### config.mk
export PLATFORM = sky130hd
export DESIGN_NAME = present_ctr_ctrl
export DESIGN_NICKNAME = d
export VERILOG_FILES = /design/src/rtl/present_ctr_ctrl.sv
export SDC_FILE = /design/constraint.sdc
export NUM_CORES = 1
export LEC_CHECK = 0
export ABC_CLOCK_PERIOD_IN_PS = 13000
export CORE_AREA = 3 3 230 232
export CTS_CLUSTER_DIAMETER = 30
export DETAILED_ROUTE_END_ITERATION = 8
export DIE_AREA = 0 0 233 235
export PLACE_DENSITY = 0.58
export SYNTH_ARGS = -nofsm -noshare
export SYNTH_HDL_FRONTEND = slang
export SYNTH_SLANG_ARGS = --single-unit
### constraint.sdc
create_clock -name clk -period 13 [get_ports clk]
set_input_delay 2.6 -clock clk [delete_from_list [all_inputs] [get_ports clk]]
set_output_delay 2.6 -clock clk [all_outputs]
set_load 0.005 [all_outputs]
### src/rtl/present_ctr_ctrl.sv
// present_ctr_ctrl: CTR-mode sequencer around an iterative PRESENT-128 core.
// Builds counter blocks, strobes the core, and XORs the keystream into a valid/ready stream.
//
// Ports:
//   clk, rst                 clock, async active-high reset
//   start, key, nonce,       session open (accepted only when !busy)
//   ctr_init
//   s_valid/s_ready/s_data/  plaintext input stream
//   s_last
//   m_valid/m_ready/m_data/  ciphertext output stream (registered)
//   m_last
//   core_load, core_in_data, encrypt core request side
//   core_key
//   core_out_data, core_done encrypt core result side
//   busy, err_wrap           session active / sticky counter-wrap flag
module present_ctr_ctrl #(
  parameter int CTR_W = 32
) (
  input  logic               clk,
  input  logic               rst,
  input  logic               start,
  input  logic [127:0]       key,
  input  logic [63-CTR_W:0]  nonce,
  input  logic [CTR_W-1:0]   ctr_init,
  input  logic               s_valid,
  output logic               s_ready,
  input  logic [63:0]        s_data,
  input  logic               s_last,
  output logic               m_valid,
  input  logic               m_ready,
  output logic [63:0]        m_data,
  output logic               m_last,
  output logic               core_load,
  output logic [63:0]        core_in_data,
  output logic [127:0]       core_key,
  input  logic [63:0]        core_out_data,
  input  logic               core_done,
  output logic               busy,
  output logic               err_wrap
);

  typedef enum logic [1:0] {
    IDLE  = 2'd0,
    LOAD  = 2'd1,
    WAIT  = 2'd2,
    ARMED = 2'd3
  } state_t;

  localparam logic [CTR_W-1:0] CTR_ONE = {{(CTR_W-1){1'b0}}, 1'b1};

  state_t              state;
  state_t              state_nx;
  logic [127:0]        key_reg;
  logic [63-CTR_W:0]   nonce_reg;
  logic [CTR_W-1:0]    ctr_reg;
  logic [63:0]         ks_reg;
  logic                start_ok;
  logic                s_hs;

  assign busy         = (state != IDLE) || m_valid;
  assign start_ok     = (state == IDLE) && start && !m_valid;
  // Only one beat may be held in the output register; the next
  // keystream block is fetched while that beat waits for m_ready.
  assign s_ready      = (state == ARMED) && !m_valid;
  assign s_hs         = s_ready && s_valid;
  assign core_load    = (state == LOAD);
  assign core_in_data = {nonce_reg, ctr_reg};
  assign core_key     = key_reg;

  always_comb begin
    state_nx = state;
    unique case (state)
      IDLE:    if (start_ok) state_nx = LOAD;
      LOAD:    state_nx = WAIT;
      WAIT:    if (core_done) state_nx = ARMED;
      ARMED:   if (s_hs) state_nx = s_last ? IDLE : LOAD;
      default: state_nx = IDLE;
    endcase
  end

  always_ff @(posedge clk or posedge rst) begin
    if (rst) begin
      state <= IDLE;
    end else begin
      state <= state_nx;
    end
  end

  always_ff @(posedge clk or posedge rst) begin
    if (rst) begin
      key_reg   <= '0;
      nonce_reg <= '0;
      ctr_reg   <= '0;
      ks_reg    <= '0;
      err_wrap  <= 1'b0;
    end else begin
      if (start_ok) begin
        key_reg   <= key;
        nonce_reg <= nonce;
        ctr_reg   <= ctr_init;
        err_wrap  <= 1'b0;
      end
      if (state == WAIT && core_done) begin
        ks_reg <= core_out_data;
      end
      if (s_hs) begin
        ctr_reg <= ctr_reg + CTR_ONE;
        // Wrap is flagged but not stalled on.
        if (&ctr_reg) begin
          err_wrap <= 1'b1;
        end
      end
    end
  end

  always_ff @(posedge clk or posedge rst) begin
    if (rst) begin
      m_valid <= 1'b0;
      m_data  <= '0;
      m_last  <= 1'b0;
    end else begin
      if (s_hs) begin
        m_valid <= 1'b1;
        m_data  <= s_data ^ ks_reg;
        m_last  <= s_last;
      end else if (m_valid && m_ready) begin
        m_valid <= 1'b0;
      end
    end
  end

endmodule

Fig. 1: cell density map
The bar under the picture is 50 um long. The die is cut into 23 by 24 equal tiles; black is low, pale yellow is high, 0 to 100% covered.
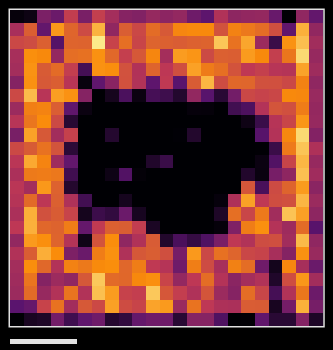
fullest tile: 95%
mean over tiles: 41%
tiles over 75% full: 11%

Fig. 2: placed cells, one colour a class
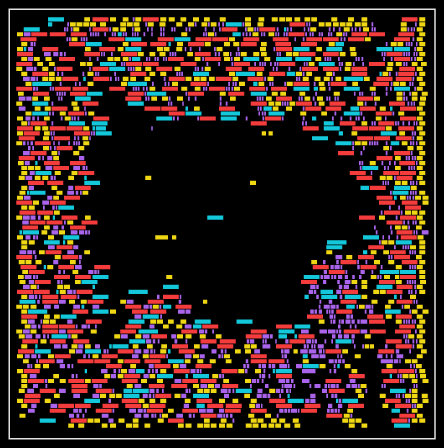
legend:
  combinational and other logic:
    colour: purple
    cells: 940
  other buffers and delay cells:
    colour: yellow
    cells: 597
  clock drivers and dummy loads:
    colour: cyan
    cells: 163
  flops:
    colour: red
    cells: 325

==> flow_metrics.tcl <==
# collected from the flow reports
set metrics [dict create \
    gp_congestion 0.851 \
    clock.latency.late_pin_ps 610 \
    vias_per_cell 4.36 \
    dp.final_hpwl_um 33700 \
    rsz0062_at_grt "false" \
    final_max_slew_viol_count 0 \
    grt_max_degree 162 \
    cp-end-kind "flop" \
    grt_pass1_vias 12100 \
    min_period_ps 4840 \
    period_used_pct 37.2 \
    layout.nets 2287 \
    routed_wl_um 47300 \
    wl_per_cell_um 17.5 \
    drive_above_1_share_pct 11.9 \
    startpoint_type "input port" \
    clkSinkCount 325 \
    port_buffers 588 \
    fp-utilization_pct 26.0 \
    tightest_slew_ps 1060 \
    ys_cells 1330 \
    cp.arrival_ps 5380 \
    layout_top_cell "clkdlybuf4s50_1" \
    powerDensity_mw_per_mm2 259 \
    htreeDepth 3 \
    setup_viol 0 \
    hp-class "reg2reg" \
    drt-initial-drc-count 530 \
    grt_pass1_wl_um 71600 \
    most-common-layout-cells "588 x clkdlybuf4s50_1, 579 x nand2_1, 325 x dfrtp_1" \
    dr.pass1.iters 6 \
    power_leakage_uw 0.0103 \
    synth_warnings 0 \
    hold_viol 0 \
    root_buffer "clkbuf_16" \
    dpl.cell_count 2542 \
    status "completed" \
    fin_skew_ps 16.2 \
    crit_required_ps 13540 \
    track_usage_pct 16.9 \
    cts_hold_buffers 0 \
    clock_path_buffers 3 \
    place_area_mm2 0.0199 \
    synth_flops 325 \
    worstReg2RegStart "state[0]" \
    die_x_um 233 \
    fp_nets 1663 \
    fin_area_mm2 0.0230 \
    ant_nets 0 \
    cts_resized 0 \
    worstHoldStart "core_key[19]" \
    cap_violations 0 \
    vdd_ir_drop_max_uv 136 \
    tns_ps 0 \
    syn_to_final_growth_pct 73.2 \
    dr_total_vias 11800 \
    fmax_ghz 0.207 \
    cts_tree "yes" \
    core_mm2 0.0512 \
    met3RoutedLength_um 4960 \
    cts_setup_buffers 0 \
    postSynthSeqShare_pct 61.2 \
    syn_inst 1330 \
    grt-ovfl-total 0 \
    yosysChipArea_mm2 0.0133 \
    wl_met2_um 23100 \
    netlist_area_mm2 0.0133 \
    path_max_fanout 86 \
    slew-limit-headroom_pct 29.5 \
    drc 0 \
    fin_cells 2708 \
    startpoint "start" \
    path_class "in2reg" \
    dieArea_mm2 0.0548 \
    numCtsBuffers 90 \
    synth.distinct_cells 49 \
    wl_met1_um 17900 \
    highest_layer "met5" \
    antenna_found_initial 9 \
    clk_pin_slew_worst_paths_ps 50 \
    warnings 36 \
    die_h_um 235 \
    postSynthAreaPerCell_um2 10.0 \
    ios 589 \
    largest_reg_flops 128 \
    num_rows 83 \
]
## layout make-up
cell class	count	area [um2]
fill	4849	28200
timing repair buffer	597	5970
sequential	325	8130
inverter	9	41.3
clock buffer	123	2600
multi-input combinational	931	4890
antenna	3	7.51
clock inverter	40	537
tap	680	851
## power breakdown
group | switching (uW) | internal (uW) | total (uW)
Sequential | 325 | 1490 | 1820
Combinational | 801 | 1090 | 1890
Clock | 649 | 1600 | 2250
## logic make-up after synthesis
kind of cell	Yosys count	synth area share, %
flip-flops	325	61.2
AND-OR/OR-AND	128	5.99
buffers and inverters	74	2.14
AND/OR/NAND/NOR	666	20.3
XOR/XNOR	64	4.22
adder cells (fa/ha/maj)	6	0.565
multiplexers	67	5.65
## critical path, stage by stage
cell,delay (ps)
clkdlybuf4s50_1,460
nand3b_1,420
buf_4,760
buf_4,730
nand2_1,130
nand2_1,110
## per-layer routing
metal | global-route usage [%] | up-vias
li1 | - | 5627
met1 | 18.9 | 5588
met2 | 28.2 | 505
met3 | 7.03 | 81
met4 | 7.04 | 12
met5 | 0 | -
## Yosys cell counts (all sizes together)
cell | number | area, um2
nand2 | 580 | 2180
dfrtp | 325 | 8130
o21ai | 72 | 360
mux2 | 64 | 721
xnor2 | 64 | 561
clkbuf | 55 | 206
nand3 | 24 | 125
nor2 | 22 | 82.6
nor3 | 12 | 70.1
a21oi | 10 | 50.1
buf | 10 | 43.8
inv | 9 | 33.8
nor4 | 8 | 90.1
o211ai | 8 | 60.1
a311oi | 7 | 61.3
nand4 | 7 | 43.8
ha | 6 | 75.1
and3 | 4 | 25.0
o21a | 4 | 30.0
o221a | 4 | 45.0
o22ai | 4 | 25.0
mux2i | 3 | 30.0
a211oi | 2 | 15.0
a222oi | 2 | 20.0
a41o | 2 | 20.0
a41oi | 2 | 17.5
nand3b | 2 | 27.5
o22a | 2 | 17.5
o311ai | 2 | 17.5
or3 | 2 | 17.5
a21boi | 1 | 7.51
a221o | 1 | 10.0
a22oi | 1 | 7.51
a31o | 1 | 8.76
a31oi | 1 | 6.26
a32oi | 1 | 8.76
and3b | 1 | 8.76
and4 | 1 | 8.76
nand2b | 1 | 6.26
nor2b | 1 | 6.26
o32ai | 1 | 8.76
or2 | 1 | 6.26
## per-stage QoR
step	utilization, %	setup WS (ps)	hold slack [ps]	total power [uW]
floorplan	-	1400	470	2580
global placement	38.8	7670	456	3700
detailed placement	38.8	7620	461	3740
CTS	44.9	8110	472	6040
global route	45.0	8000	485	6320
finish	45.0	8160	467	5960
## worst paths after layout
path,cells after the start,slack [ps],to
min,2,470,core_key[19]
min in group asynchronous,2,2500,core_key[89]
max,6,8160,nonce_reg[12]
max in group asynchronous,3,9000,m_data[14]
max reg2reg,7,9810,nonce_reg[12]
min reg2reg,2,470,core_key[19]
No activity file was given, so power comes from the tool's default toggle rates.
